===== src/rtl/bomb_scheduler_pkg.sv =====
// Shared invader constants: sprite/step geometry, bomb scheduler defaults and FSM encoding.
package bomb_scheduler_pkg;

  localparam int SPRITE_W = 16;
  localparam int SPRITE_H = 8;
  localparam int STEP_PX  = 2;

  localparam int NUM_SLOTS_DEF     = 3;
  localparam int NUM_COLS_DEF      = 6;
  localparam int FIRE_INTERVAL_DEF = 32;
  localparam logic [7:0] LFSR_SEED = 8'hA5;

  // Slot and column indices are carried as 3 bits regardless of parameter values.
  localparam int IDX_W = 3;

  typedef enum logic [1:0] {
    ST_COOLDOWN = 2'd0,
    ST_SELECT   = 2'd1,
    ST_LAUNCH   = 2'd2
  } bs_state_e;

endpackage


===== src/rtl/bomb_scheduler_if.sv =====
// Bomb scheduler bus: game-side inputs and launch/occupancy outputs.
interface bomb_scheduler_if import bomb_scheduler_pkg::*; #(
  parameter int NUM_SLOTS = NUM_SLOTS_DEF,
  parameter int NUM_COLS  = NUM_COLS_DEF
);
  logic                 frame;
  logic                 done;
  logic [NUM_COLS-1:0]  col_alive;
  logic [NUM_SLOTS-1:0] bomb_release;
  logic                 launch;
  logic [IDX_W-1:0]     launch_slot;
  logic [IDX_W-1:0]     launch_col;
  logic [NUM_SLOTS-1:0] slot_busy;

  modport master (
    output frame, done, col_alive, bomb_release,
    input  launch, launch_slot, launch_col, slot_busy
  );

  modport slave (
    input  frame, done, col_alive, bomb_release,
    output launch, launch_slot, launch_col, slot_busy
  );
endinterface


===== src/rtl/bomb_scheduler_rr_col_select.sv =====
// rr_col_select: first set bit of i_req scanning circularly from i_start; purely combinational.
module rr_col_select import bomb_scheduler_pkg::*; #(
  parameter int NUM_COLS = NUM_COLS_DEF
) (
  input  logic [NUM_COLS-1:0] i_req,
  input  logic [IDX_W-1:0]    i_start,
  output logic [IDX_W-1:0]    o_grant,
  output logic                o_grant_vld
);
  localparam int SUM_W = IDX_W + 1;

  logic [SUM_W-1:0]    w_idx;
  logic [NUM_COLS-1:0] w_shift;

  // Walk offsets from the far end so the smallest offset from i_start wins.
  always_comb begin
    o_grant     = '0;
    o_grant_vld = 1'b0;
    w_idx       = '0;
    w_shift     = '0;
    for (int i = NUM_COLS - 1; i >= 0; i--) begin
      w_idx = {1'b0, i_start} + SUM_W'(i);
      if (w_idx >= SUM_W'(NUM_COLS)) w_idx = w_idx - SUM_W'(NUM_COLS);
      w_shift = i_req >> w_idx;
      if (w_shift[0]) begin
        o_grant     = w_idx[IDX_W-1:0];
        o_grant_vld = 1'b1;
      end
    end
  end
endmodule


===== src/rtl/bomb_scheduler.sv =====
// Invader bomb scheduler: launch 2 cycles after the qualifying frame; stalls in SELECT without a free slot/live column.
// Optional BOMB_SCHEDULER_LFSR_EN adds an 8-bit LFSR offset to the round-robin column scan start.
module bomb_scheduler import bomb_scheduler_pkg::*; #(
  parameter int NUM_SLOTS     = NUM_SLOTS_DEF,
  parameter int NUM_COLS      = NUM_COLS_DEF,
  parameter int FIRE_INTERVAL = FIRE_INTERVAL_DEF
) (
  input logic             clk,
  input logic             rst,
  bomb_scheduler_if.slave bus
);
  localparam int               CNT_W      = $clog2(FIRE_INTERVAL + 1);
  localparam logic [CNT_W-1:0] CNT_RELOAD = CNT_W'(FIRE_INTERVAL - 1);
  localparam logic [IDX_W-1:0] RR_INIT    = IDX_W'(NUM_COLS - 1);

  bs_state_e            r_state, w_state_nxt;
  logic [CNT_W-1:0]     r_cnt, w_cnt_nxt;
  logic [IDX_W-1:0]     r_rr, w_rr_nxt;
  logic [IDX_W-1:0]     r_slot, w_slot_nxt;
  logic [IDX_W-1:0]     r_col, w_col_nxt;
  logic [NUM_SLOTS-1:0] r_busy, w_busy_nxt;
  logic                 r_launch, w_launch_nxt;

  logic                 w_clr;
  logic [IDX_W-1:0]     w_start;
  logic [IDX_W-1:0]     w_free_slot;
  logic                 w_free_vld;
  logic [IDX_W-1:0]     w_grant;
  logic                 w_grant_vld;

  assign w_clr = rst | bus.done;

`ifdef BOMB_SCHEDULER_LFSR_EN
  logic [7:0]       r_lfsr;
  logic [IDX_W:0]   w_start_sum;

  always_ff @(posedge clk) begin
    if (w_clr)          r_lfsr <= LFSR_SEED;
    else if (bus.frame) r_lfsr <= {r_lfsr[6:0], r_lfsr[7] ^ r_lfsr[5] ^ r_lfsr[4] ^ r_lfsr[3]};
  end

  assign w_start_sum = {1'b0, r_rr} + (IDX_W+1)'(1) + {1'b0, r_lfsr[2:0]};
  assign w_start     = IDX_W'(w_start_sum % (IDX_W+1)'(NUM_COLS));
`else
  assign w_start = (r_rr >= RR_INIT) ? '0 : r_rr + IDX_W'(1);
`endif

  always_comb begin
    w_free_slot = '0;
    w_free_vld  = 1'b0;
    for (int s = NUM_SLOTS - 1; s >= 0; s--) begin
      if (!r_busy[s]) begin
        w_free_slot = IDX_W'(s);
        w_free_vld  = 1'b1;
      end
    end
  end

  rr_col_select #(.NUM_COLS(NUM_COLS)) u_col_sel (
    .i_req       (bus.col_alive),
    .i_start     (w_start),
    .o_grant     (w_grant),
    .o_grant_vld (w_grant_vld)
  );

  always_comb begin
    w_state_nxt  = r_state;
    w_cnt_nxt    = r_cnt;
    w_rr_nxt     = r_rr;
    w_slot_nxt   = r_slot;
    w_col_nxt    = r_col;
    w_launch_nxt = 1'b0;
    // Releases apply in every state; a release on an idle slot is a no-op.
    w_busy_nxt   = r_busy & ~bus.bomb_release;
    case (r_state)
      ST_COOLDOWN: begin
        if (bus.frame) begin
          if (r_cnt == '0) w_state_nxt = ST_SELECT;
          else             w_cnt_nxt   = r_cnt - 1'b1;
        end
      end
      ST_SELECT: begin
        if (w_free_vld && w_grant_vld) begin
          w_state_nxt  = ST_LAUNCH;
          w_launch_nxt = 1'b1;
          w_slot_nxt   = w_free_slot;
          w_col_nxt    = w_grant;
        end
      end
      ST_LAUNCH: begin
        w_state_nxt = ST_COOLDOWN;
        w_busy_nxt  = w_busy_nxt | (NUM_SLOTS'(1) << r_slot);
        w_rr_nxt    = r_col;
        w_cnt_nxt   = CNT_RELOAD;
      end
      default: w_state_nxt = ST_COOLDOWN;
    endcase
  end

  always_ff @(posedge clk) begin
    if (w_clr) begin
      r_state  <= ST_COOLDOWN;
      r_cnt    <= CNT_RELOAD;
      r_rr     <= RR_INIT;
      r_slot   <= '0;
      r_col    <= '0;
      r_busy   <= '0;
      r_launch <= 1'b0;
    end else begin
      r_state  <= w_state_nxt;
      r_cnt    <= w_cnt_nxt;
      r_rr     <= w_rr_nxt;
      r_slot   <= w_slot_nxt;
      r_col    <= w_col_nxt;
      r_busy   <= w_busy_nxt;
      r_launch <= w_launch_nxt;
    end
  end

  // A clear arriving while in LAUNCH suppresses the pulse already on the wire.
  assign bus.launch      = r_launch & ~w_clr;
  assign bus.launch_slot = r_slot;
  assign bus.launch_col  = r_col;
  assign bus.slot_busy   = r_busy;
endmodule


===== src/flat_wrapper.sv =====
// flat-port wrapper written by rule: the top's interface ports become plain ports
module bomb_scheduler_flat import bomb_scheduler_pkg::*;
#(
  parameter int NUM_SLOTS     = NUM_SLOTS_DEF,
  parameter int NUM_COLS      = NUM_COLS_DEF,
  parameter int FIRE_INTERVAL = FIRE_INTERVAL_DEF
)
  (clk, rst, bus_frame, bus_done, bus_col_alive, bus_bomb_release, bus_launch, bus_launch_slot, bus_launch_col, bus_slot_busy);
  bomb_scheduler_if #(.NUM_SLOTS(NUM_SLOTS), .NUM_COLS(NUM_COLS)) bus_i ();
  input logic clk;
  input logic rst;
  input wire logic [$bits(bus_i.frame)-1:0] bus_frame;
  input wire logic [$bits(bus_i.done)-1:0] bus_done;
  input wire logic [$bits(bus_i.col_alive)-1:0] bus_col_alive;
  input wire logic [$bits(bus_i.bomb_release)-1:0] bus_bomb_release;
  output wire logic [$bits(bus_i.launch)-1:0] bus_launch;
  output wire logic [$bits(bus_i.launch_slot)-1:0] bus_launch_slot;
  output wire logic [$bits(bus_i.launch_col)-1:0] bus_launch_col;
  output wire logic [$bits(bus_i.slot_busy)-1:0] bus_slot_busy;
  assign bus_i.frame = bus_frame;
  assign bus_i.done = bus_done;
  assign bus_i.col_alive = bus_col_alive;
  assign bus_i.bomb_release = bus_bomb_release;
  assign bus_launch = bus_i.launch;
  assign bus_launch_slot = bus_i.launch_slot;
  assign bus_launch_col = bus_i.launch_col;
  assign bus_slot_busy = bus_i.slot_busy;
  bomb_scheduler #(.NUM_SLOTS(NUM_SLOTS), .NUM_COLS(NUM_COLS), .FIRE_INTERVAL(FIRE_INTERVAL)) u_core (.clk(clk), .rst(rst), .bus(bus_i));
endmodule

===== config.mk =====
export PLATFORM = sky130hd
export DESIGN_NAME = bomb_scheduler_flat
export DESIGN_NICKNAME = d
export VERILOG_FILES = /design/src/rtl/bomb_scheduler_pkg.sv /design/src/rtl/bomb_scheduler_if.sv /design/src/rtl/bomb_scheduler_rr_col_select.sv /design/src/rtl/bomb_scheduler.sv /design/src/flat_wrapper.sv
export SDC_FILE = /design/constraint.sdc
export NUM_CORES = 1
export LEC_CHECK = 0
export ABC_CLOCK_PERIOD_IN_PS = 3900
export CAP_MARGIN = 25
export CORE_ASPECT_RATIO = 2
export CORE_MARGIN = 8
export CORE_UTILIZATION = 40
export DETAILED_ROUTE_END_ITERATION = 8
export GPL_ROUTABILITY_DRIVEN = 0
export PLACE_DENSITY = 0.65
export SETUP_SLACK_MARGIN = 0.05
export SLEW_MARGIN = 25
export SYNTH_ARGS = -nofsm -noshare
export SYNTH_HDL_FRONTEND = slang
export SYNTH_SLANG_ARGS = --single-unit

===== constraint.sdc =====
create_clock -name clk -period 3.9 [get_ports clk]
set_input_delay 0.585 -clock clk [delete_from_list [all_inputs] [get_ports clk]]
set_output_delay 0.585 -clock clk [all_outputs]
set_load 0.005 [all_outputs]

==> impl_metrics.json, run 1 <==
{
  "postCtsResizedCells": 0,
  "cp-endpoint": "u_core.bus.launch_slot[0]$_SDFFE_PP0P_",
  "yosys_warnings": 0,
  "worstPathBufferInverterCount": 4,
  "swShare": 0.238,
  "worst_slack_ns": 0.297,
  "cpLargestDelayFamily": "simple AND/OR/NAND/NOR gates",
  "clk_path_buf_depth": 2,
  "cts_tree": "built",
  "yosysChipArea_um2": 2190,
  "ys_top_logic_family": "AND-OR/OR-AND gates",
  "reg2reg_slack_ns": 0.30,
  "worstPathArrival_ns": 3.79,
  "nonClkBufAreaFrac": 0.138,
  "tightest_slew_ns": 0.695,
  "yosys-top-cells-area": "dfxtp_1 (18%), ha_1 (5.7%), nor2_1 (4.8%)",
  "clkCellAreaFrac": 0.0210,
  "worst_hold_slack_ns": 0.503,
  "layout_top_cells": "nor2_1 (28), nand2_1 (25), clkdlybuf4s50_1 (21)",
  "ys_sh_xor": 0.0200,
  "cts_root_buf": "clkbuf_8",
  "n_all_buffers": 41,
  "synth.avg_cell_area_um2": 7.31,
  "run_status": "finished, final reports clean",
  "startpoint": "u_core.r_rr[1]$_SDFFE_PP0P_",
  "aoi_share": 0.332,
  "dp_hpwl_mm": 5.81,
  "max_slew_margin": 0.525,
  "edf_count": 0,
  "finalHoldViolations": 0,
  "ys_seq_share": 0.183,
  "common_cells": "nor2_1 (28), nand2_1 (25), dfxtp_1 (20)",
  "grt_pass1_vias": 2482,
  "max_stage_delay_ns": 0.48,
  "pwr-share-clk": 0.370,
  "final_cells": 388,
  "numSynthFlops": 20,
  "muxShareOfSynthArea": 0.0235,
  "comb_cell_power_uw": 63.2,
  "dr_wl_met3_um": 249,
  "drt-pass1-iter-count": 4
}
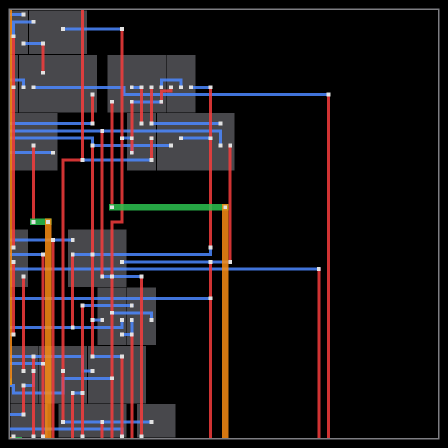
*Close-up of the layout, run 1*
Region (41, 80) to (61, 100) um. Cells in gray, sequential cells in the stronger gray; small squares are vias.
color	layer
red	metal 2
blue	metal 1
green	metal 3
orange	metal 4
cells with their middle in the window	15
most frequent	nor2_1 (3), o21a_1 (2), buf_4 (2)
sequential cells in the window	0

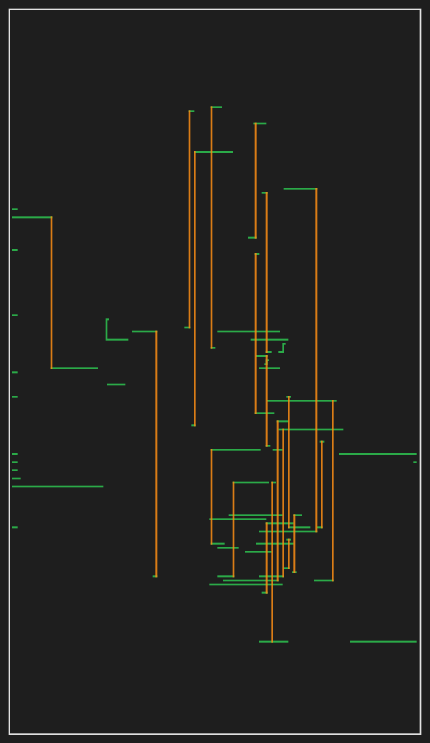
*Metal layers overlaid, run 1*
(6 px per um) Only two layers are drawn.
color	layer	wire length
orange	metal 4	532 um
green	metal 3	249 um
routed vias: 2459
Total GRT Usage: 0.179
WL final: 7.25 mm
DR WL/cell: 18.7 um

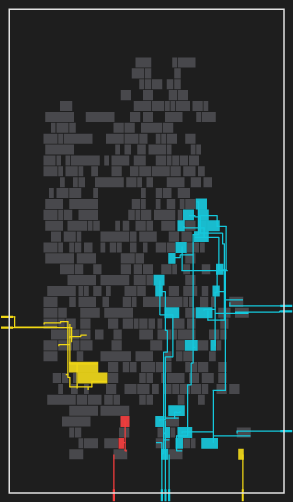
*Nets reached from selected ports, run 1*
(4 px per um)
color	port	bits	direction	end cells	wire
red	`bus_done`	1	input	2	17.4 um
yellow	`bus_launch_slot`	3	output	3	107 um
cyan	`bus_col_alive`	6	input	25	449 um
Port Buffers: 21
Boundary Pins: 23

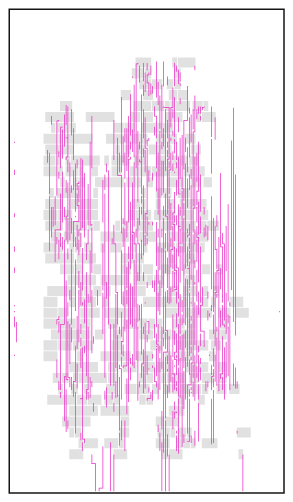
*M2 wires, run 1*
(4 px per um)
share of all routed wire	54%
longest straight run	53.4 um
met2 Track Usage GR: 0.324

==> inputs of run 2 (changes only) <==
--- a/config.mk
+++ b/config.mk
@@ -5,14 +5,14 @@
 export SDC_FILE = /design/constraint.sdc
 export NUM_CORES = 1
 export LEC_CHECK = 0
-export ABC_CLOCK_PERIOD_IN_PS = 3900
+export ABC_CLOCK_PERIOD_IN_PS = 4550
 export CAP_MARGIN = 25
 export CORE_ASPECT_RATIO = 2
 export CORE_MARGIN = 8
 export CORE_UTILIZATION = 40
 export DETAILED_ROUTE_END_ITERATION = 8
 export GPL_ROUTABILITY_DRIVEN = 0
-export PLACE_DENSITY = 0.65
+export PLACE_DENSITY = 0.63
 export SETUP_SLACK_MARGIN = 0.05
 export SLEW_MARGIN = 25
 export SYNTH_ARGS = -nofsm -noshare
==> constraint.sdc (replaced) <==
create_clock -name clk -period 4.55 [get_ports clk]
set_input_delay 0.6825 -clock clk [delete_from_list [all_inputs] [get_ports clk]]
set_output_delay 0.6825 -clock clk [all_outputs]
set_load 0.005 [all_outputs]
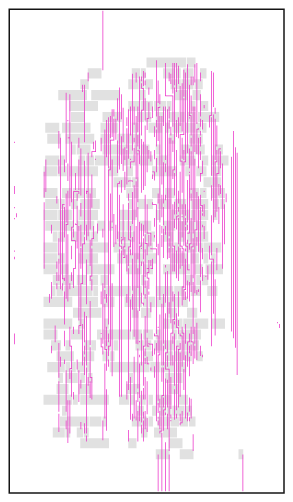
*M2 wires, run 2*
(4 px per um)
wire length on this layer	3850 um
share of all routed wire	53%
nets with wire on the layer	298
longest straight run	55.4 um
main direction	vertical
routed vias: 2401
met2 Track Usage GR: 0.328
WL final: 7.23 mm

==> impl_metrics.json, run 2 <==
{
  "cts_root_buf": "clkbuf_8",
  "cts_tree": "built",
  "finalSetupTns_ns": 0,
  "io_buffer_count": 21,
  "crit_top_cell": "ha_1",
  "ys_seq_share": 0.183,
  "ios": 23,
  "total_power_uw": 366,
  "reg2reg_slack_ns": 0.38,
  "cts_hold_buf": 0,
  "cp-endpoint": "u_core.r_state[0]$_SDFFE_PP0P_",
  "synth.avg_cell_area_um2": 7.31,
  "clkCellAreaFrac": 0.0218,
  "layout_top_cell": "nor2_1",
  "initCoreUtil": 0.407,
  "drt-vias-per-instance": 6.39,
  "layout_top_cells": "nor2_1 (28), nand2_1 (25), clkdlybuf4s50_1 (21)",
  "drt-pass1-iter-count": 4,
  "seq-power_uw": 176,
  "core_area_um2": 5370,
  "nonClkBufAreaFrac": 0.107,
  "max_slew_margin": 0.468,
  "postCtsResizedCells": 0,
  "routedWlPerCell_um": 19.2,
  "ys_top_logic_family": "AND-OR/OR-AND gates",
  "worstPathBufferInverterCount": 1,
  "swShare": 0.240,
  "power_density_nw_per_um2": 145,
  "muxShareOfSynthArea": 0.0235,
  "combGateArea_um2": 1660,
  "comb_cell_power_uw": 56.3,
  "dp.cells": 372,
  "crit_chain": "ha_1 > or4b_1 > and2_1 > ha_1 > nor2b_1 > a21o_1 > o41ai_1 > buf_4 > nor3_1 > nor4_4 > nor2_1 > nor4_2",
  "path_clk_slew_ns": 0.07,
  "edf_count": 0,
  "drc": 0,
  "fp_nets": 322,
  "ys_sh_xor": 0.0200,
  "clkbuf_count": 4,
  "leakagePower_nw": 0.917,
  "largest_class": "logic gates",
  "finalHoldViolations": 0,
  "drive_gt1_frac": 0.111,
  "flops": 20,
  "run_status": "finished, final reports clean",
  "pwr-share-clk": 0.364,
  "hold_path_depth": 2,
  "yosysChipArea_um2": 2190,
  "ys_sh_adder": 0.0572,
  "yosys-top-cells-area": "dfxtp_1 (18%), ha_1 (5.7%), nor2_1 (4.8%)",
  "dr_wl_met3_um": 290,
  "yosys_warnings": 0,
  "netlist_area_um2": 2190,
  "largest_reg_flops": 6,
  "startpoint": "u_core.r_rr[1]$_SDFFE_PP0P_",
  "dp_hpwl_mm": 5.77,
  "worst_hold_slack_ns": 0.503,
  "area_delta_synth_final_pct": 15.4,
  "aoi_share": 0.332,
  "clk_path_buf_depth": 2,
  "hp-class": "register to register",
  "top_area_frac": 0.183,
  "common_cells": "nor2_1 (28), nand2_1 (25), dfxtp_1 (20)",
  "diodes": 0,
  "inv_count": 14,
  "worstPathArrival_ns": 4.34,
  "synth_cell_types": 69,
  "grt_usage": 0.185,
  "wl_met2_mm": 3.85,
  "tightest_slew_ns": 0.792,
  "drv_slew": 0,
  "max_stage_delay_ns": 0.61,
  "crit_type": "register to register",
  "cts_setup_buffers": 0,
  "cpLargestDelayFamily": "simple AND/OR/NAND/NOR gates",
  "final_cell_area_um2": 2520,
  "worst_slack_ns": 0.382,
  "fin_crit_sh": 0.916,
  "numSynthFlops": 20,
  "cp-end-kind": "register",
  "final_cells": 376,
  "n_all_buffers": 29,
  "grt_pass1_vias": 2470
}
Power is estimated from default activity; no workload was simulated.
